Register map, names as in the netlist:
Bar = 20 microns.
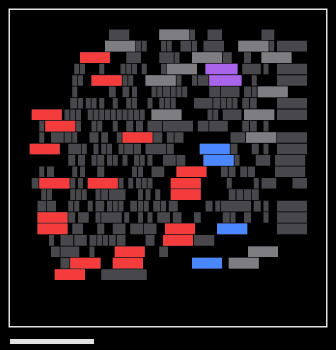
Placement by cell class:
Bar = 20 microns.
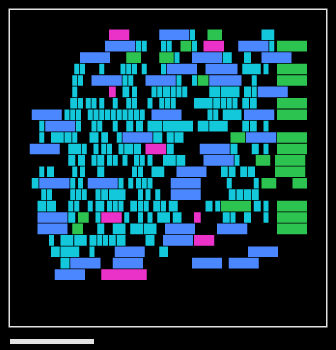
Clock wires, drivers and flops:
Bar = 20 microns.
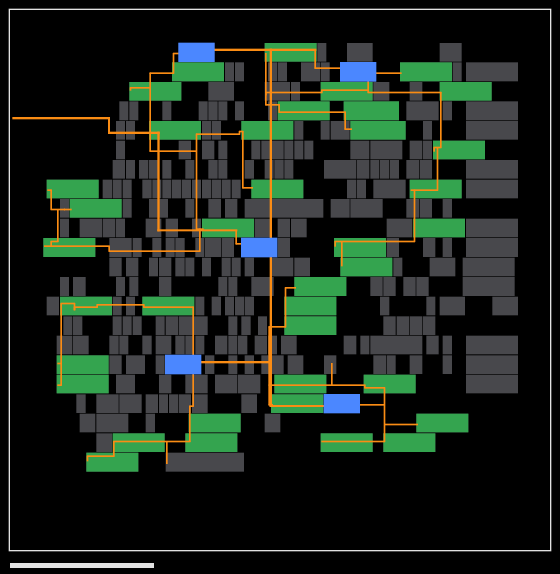
Gate families picked out:
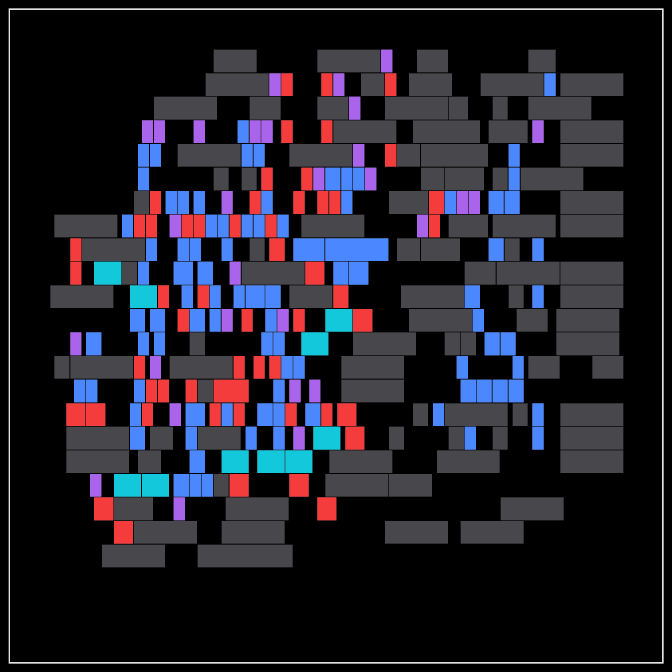
<file path="src/rtl/alu_operand_loader.sv">
// Operand/opcode input stage for the 4-bit ALU: captures A, B and the mux select
// from the slide switches, one value per debounced press of the load button.
module alu_operand_loader #(
  parameter int WIDTH           = 4,
  parameter int DEBOUNCE_CYCLES = 500000
) (
  input  logic             clk,
  input  logic             rst,
  input  logic [WIDTH-1:0] sw,
  input  logic             btn_load,
  input  logic             btn_clear,
  output logic [WIDTH-1:0] a_o,
  output logic [WIDTH-1:0] b_o,
  output logic [1:0]       sel_o,
  output logic             valid_o,
  output logic [1:0]       state_o
);

  localparam int CNT_W = $clog2(DEBOUNCE_CYCLES + 1);
  localparam logic [CNT_W-1:0] CNT_MAX = CNT_W'(DEBOUNCE_CYCLES - 1);

  typedef enum logic [1:0] {
    LOAD_A  = 2'd0,
    LOAD_B  = 2'd1,
    LOAD_OP = 2'd2,
    READY   = 2'd3
  } state_t;

  logic             load_meta_q, load_meta_d;
  logic             load_sync_q, load_sync_d;
  logic             clear_meta_q, clear_meta_d;
  logic             clear_sync_q, clear_sync_d;
  logic             db_q, db_d;
  logic             db_dly_q, db_dly_d;
  logic [CNT_W-1:0] cnt_q, cnt_d;
  state_t           state_q, state_d;
  logic [WIDTH-1:0] a_q, a_d;
  logic [WIDTH-1:0] b_q, b_d;
  logic [1:0]       sel_q, sel_d;
  logic             valid_q, valid_d;
  logic             load_p;

  // A level change is accepted only after the synchronized input has disagreed
  // with the debounced level for DEBOUNCE_CYCLES consecutive edges.
  always_comb begin
    load_meta_d  = btn_load;
    load_sync_d  = load_meta_q;
    clear_meta_d = btn_clear;
    clear_sync_d = clear_meta_q;
    db_dly_d     = db_q;
    db_d         = db_q;
    cnt_d        = '0;
    if (load_sync_q != db_q) begin
      if (cnt_q == CNT_MAX) begin
        db_d = load_sync_q;
      end else begin
        cnt_d = cnt_q + CNT_W'(1);
      end
    end
  end

  assign load_p = db_q & ~db_dly_q;

  // Clear takes priority, so a press landing on a clear cycle is dropped.
  always_comb begin
    state_d = state_q;
    a_d     = a_q;
    b_d     = b_q;
    sel_d   = sel_q;
    valid_d = valid_q;
    if (clear_sync_q) begin
      state_d = LOAD_A;
      a_d     = '0;
      b_d     = '0;
      sel_d   = '0;
      valid_d = 1'b0;
    end else if (load_p) begin
      case (state_q)
        LOAD_A: begin
          a_d     = sw;
          state_d = LOAD_B;
        end
        LOAD_B: begin
          b_d     = sw;
          state_d = LOAD_OP;
        end
        LOAD_OP: begin
          sel_d   = sw[1:0];
          valid_d = 1'b1;
          state_d = READY;
        end
        READY: begin
          valid_d = 1'b0;
          state_d = LOAD_A;
        end
        default: begin
          valid_d = 1'b0;
          state_d = LOAD_A;
        end
      endcase
    end
  end

  always_ff @(posedge clk) begin
    if (rst) begin
      load_meta_q  <= 1'b0;
      load_sync_q  <= 1'b0;
      clear_meta_q <= 1'b0;
      clear_sync_q <= 1'b0;
      db_q         <= 1'b0;
      db_dly_q     <= 1'b0;
      cnt_q        <= '0;
      state_q      <= LOAD_A;
      a_q          <= '0;
      b_q          <= '0;
      sel_q        <= '0;
      valid_q      <= 1'b0;
    end else begin
      load_meta_q  <= load_meta_d;
      load_sync_q  <= load_sync_d;
      clear_meta_q <= clear_meta_d;
      clear_sync_q <= clear_sync_d;
      db_q         <= db_d;
      db_dly_q     <= db_dly_d;
      cnt_q        <= cnt_d;
      state_q      <= state_d;
      a_q          <= a_d;
      b_q          <= b_d;
      sel_q        <= sel_d;
      valid_q      <= valid_d;
    end
  end

  assign a_o     = a_q;
  assign b_o     = b_q;
  assign sel_o   = sel_q;
  assign valid_o = valid_q;
  assign state_o = state_q;

endmodule

</file>
<file path="config.mk">
export PLATFORM = sky130hd
export DESIGN_NAME = alu_operand_loader
export DESIGN_NICKNAME = d
export VERILOG_FILES = /design/src/rtl/alu_operand_loader.sv
export SDC_FILE = /design/constraint.sdc
export NUM_CORES = 1
export LEC_CHECK = 0
export ABC_AREA = 1
export CAP_MARGIN = 20
export CORE_MARGIN = 4
export CORE_UTILIZATION = 40
export CTS_BUF_LIST = sky130_fd_sc_hd__clkbuf_2 sky130_fd_sc_hd__clkbuf_4 sky130_fd_sc_hd__clkbuf_8
export CTS_CLUSTER_DIAMETER = 50
export DETAILED_ROUTE_END_ITERATION = 7
export HOLD_SLACK_MARGIN = 0.03
export PLACE_DENSITY = 0.71
export SLEW_MARGIN = 20
export SYNTH_ARGS = -nofsm -noshare
export SYNTH_HDL_FRONTEND = slang
export SYNTH_SLANG_ARGS = --single-unit
export TNS_END_PERCENT = 1
</file>
<file path="constraint.sdc">
create_clock -name clk -period 1.6 [get_ports clk]
set_input_delay 0.16 -clock clk [delete_from_list [all_inputs] [get_ports clk]]
set_output_delay 0.16 -clock clk [all_outputs]
set_load 0.1 [all_outputs]
</file>
==> results.json <==
{
  "end_kind": "flop",
  "cts.htree.levels": 2,
  "finalSetupViolCount": 0,
  "critPathRequiredTime_ns": 1.79,
  "drive_above_1_share_pct": 16.07,
  "ys_area_sq_um": 1809,
  "max_freq_ghz": 0.6938,
  "synthArstFlopShare_pct": 0,
  "track_usage_pct": 13.95,
  "vias_per_cell": 4.889,
  "path_cells": "ha_1, buf_4, nand3_1, nor2_1, nand3_1, nand2_1, a21oi_1",
  "path_delay_family": "simple AND/OR/NAND/NOR gates",
  "hp-class": "input port to flop",
  "fp_nets": 265,
  "grt_max_degree": 18,
  "fp_util_pct": 41.55,
  "antenna_found_initial": 0,
  "yosysTopAreaCellShare_pct": 42.05,
  "yosysUniqueCellTypes": 24,
  "relSlewSlack_pct": 78.09,
  "warning_count": 30,
  "worst_path_most_repeated_cell": "nand3_1",
  "layout.nets": 293,
  "power_density_nw_per_um2": 770.5,
  "status": "completed",
  "syn-mean-instance-area_sq_um": 7.208,
  "hold_slack_ns": 0.3797,
  "edf_count": 0,
  "ys.flops": 38,
  "path_max_fanout": 4,
  "clk_path_buf_depth": 2,
  "placed_area_sq_um": 2208,
  "p_leak_nw": 0.7973,
  "via_count": 1623,
  "die_h_microns": 75.26,
  "grt_pass1_vias": 1480,
  "ant_nets": 0,
  "cts_resized": 0,
  "rsz0062_at_grt": "no",
  "grt_pass1_wl_mm": 6.030,
  "post-cts-setup-buffers": 0
}
## Picture notes: 'register map, names as in the netlist'
Key: purple = `state_o` [placed flops 2]; blue = `b_o` [placed flops 4]; red = `cnt_q` [placed flops 19]
Another 13 sequential cells are not colored.
fin util: 53.42%
sequential cell area share: 32.81%
Reg area: 763.2 sq um
total sequential power: 952 uW

## Picture notes: 'placement by cell class'
Key: blue = sequential cells [cells 38, share of their area 34%]; cyan = combinational and other logic [cells 210, share of their area 45%]; magenta = clock drivers and dummy loads [cells 8, share of their area 4.8%]; green = remaining buffers and delay cells [cells 24, share of their area 16%]
core area: 4354 sq um
final instance area: 2326 sq um
row count: 24

## Picture notes: 'clock wires, drivers and flops'
Key: orange = clock wires [length 479 microns]; green = flip-flops [count 38]; blue = clock drivers [count 5]
There are 6 routed clock nets.
clock power share: 44.2%
worst skew pair latency: 0.29 ns
Clock Skew: 0.007171 ns

## Picture notes: 'gate families picked out'
Key: purple = inv cells [cells 29]; blue = nand cells [cells 89]; red = nor cells [cells 54]; cyan = xor and xnor cells [cells 10]
Comb area share: 39.54%
Finished Layout Cells: 332
Commonest Layout Cell: nand2_1

-- per-stage QoR --
stage                     instances  power, mW  util (%)
after floorplan                 251     0.9955         -
after global placement          324      1.021     50.72
after detailed placement        324      1.021     50.72
after CTS                       332      1.824     53.22
after global routing            332      1.859     53.42
final                           332      1.792     53.42
-- flip-flops by register name, indices dropped and copies added, names as in the netlist --
name / flops
load_meta_q: 1
a_o: 4
db_dly_d: 1
valid_o: 1
state_o: 2
cnt_q: 19
sel_o: 2
clear_meta_q: 1
db_dly_q: 1
b_o: 4
clear_sync_q: 1
load_sync_q: 1
-- report_power, final --
| group | switching [mW] | internal [mW] |
|---|---|---|
| clock | 0.334 | 0.459 |
| sequential | 0.00159 | 0.950 |
| combinational | 0.0241 | 0.0235 |
-- area by class of cell --
class / count / area [sq um]
flip-flops and latches: 38 / 763.2
clock inverters: 3 / 40.04
well taps: 52 / 65.06
clock buffers: 5 / 68.82
repair buffers: 24 / 360.3
inverters: 29 / 108.9
multi-input cells: 181 / 919.6
fillers: 426 / 2028
-- placed cells by master, fill, tap and decap left out --
master           netlist  routed
clkdlybuf4s50_1        0       7
ha_1                   6       6
nor2_2                11      11
inv_2                  1       1
xnor2_1                1       1
buf_12                 1      13
nand2_2                2       2
nand2_8                0       1
a211oi_1               2       2
dfxtp_1               38      36
nand3_2                1       1
nand4_1                2       2
nor2_4                 1       1
or2_2                  1       1
clkinv_2               0       2
o21ai_0                3       3
xor2_1                 9       9
bufinv_16              0       1
clkbuf_8               0       5
nand2_1               60      60
nor2_1                39      39
inv_1                 28      28
dfxtp_2                0       2
buf_4                  0       4
a221oi_1               1       1
nor3_1                 3       3
nand3_1               23      23
a21oi_1               15      15
-- routing by layer --
metal	up-vias	part of all wire, %	GRT usage (%)
li1	843	-	-
met1	741	45	15.56
met2	29	48	24.08
met3	10	4.7	4.272
met4	0	2.7	6.796
met5	-	0	0
-- final timing paths --
check | from | to | cells past startpoint
setup / recovery | cnt_q[1] | cnt_q[14] | 7
hold / removal | btn_clear | clear_meta_q | 3
setup reg to reg | cnt_q[1] | cnt_q[14] | 7
hold reg to reg | load_meta_q | load_sync_q | 2
-- worst reg2reg max path, stage by stage (launching register included) --
cell	delay, ns
dfxtp_1	0.35
ha_1	0.20
buf_4	0.14
nand3_1	0.09
nor2_1	0.29
nand3_1	0.13
nand2_1	0.08
a21oi_1	0.06
-- cells in the mapped netlist (2+ instances only) --
cell / count
nand2_1: 60
nor2_1: 39
dfxtp_1: 38
inv_1: 28
nand3_1: 23
a21oi_1: 15
nor2_2: 11
xor2_1: 9
ha_1: 6
nor3_1: 3
o21ai_0: 3
a211oi_1: 2
nand2_2: 2
nand4_1: 2
-- cell families (layout without fill, tap and decap cells) --
group	Yosys count	count (layout)	synth area share, %
AOI/OAI and AO/OA	21	21	6.293
adders and majority gates	6	6	4.149
and+or+nand+nor	144	144	35.06
buffers and inverters	32	61	7.607
DFF	38	38	42.05
xor gates and xnor gates	10	10	4.841
Power and IR drop assume default switching activity.
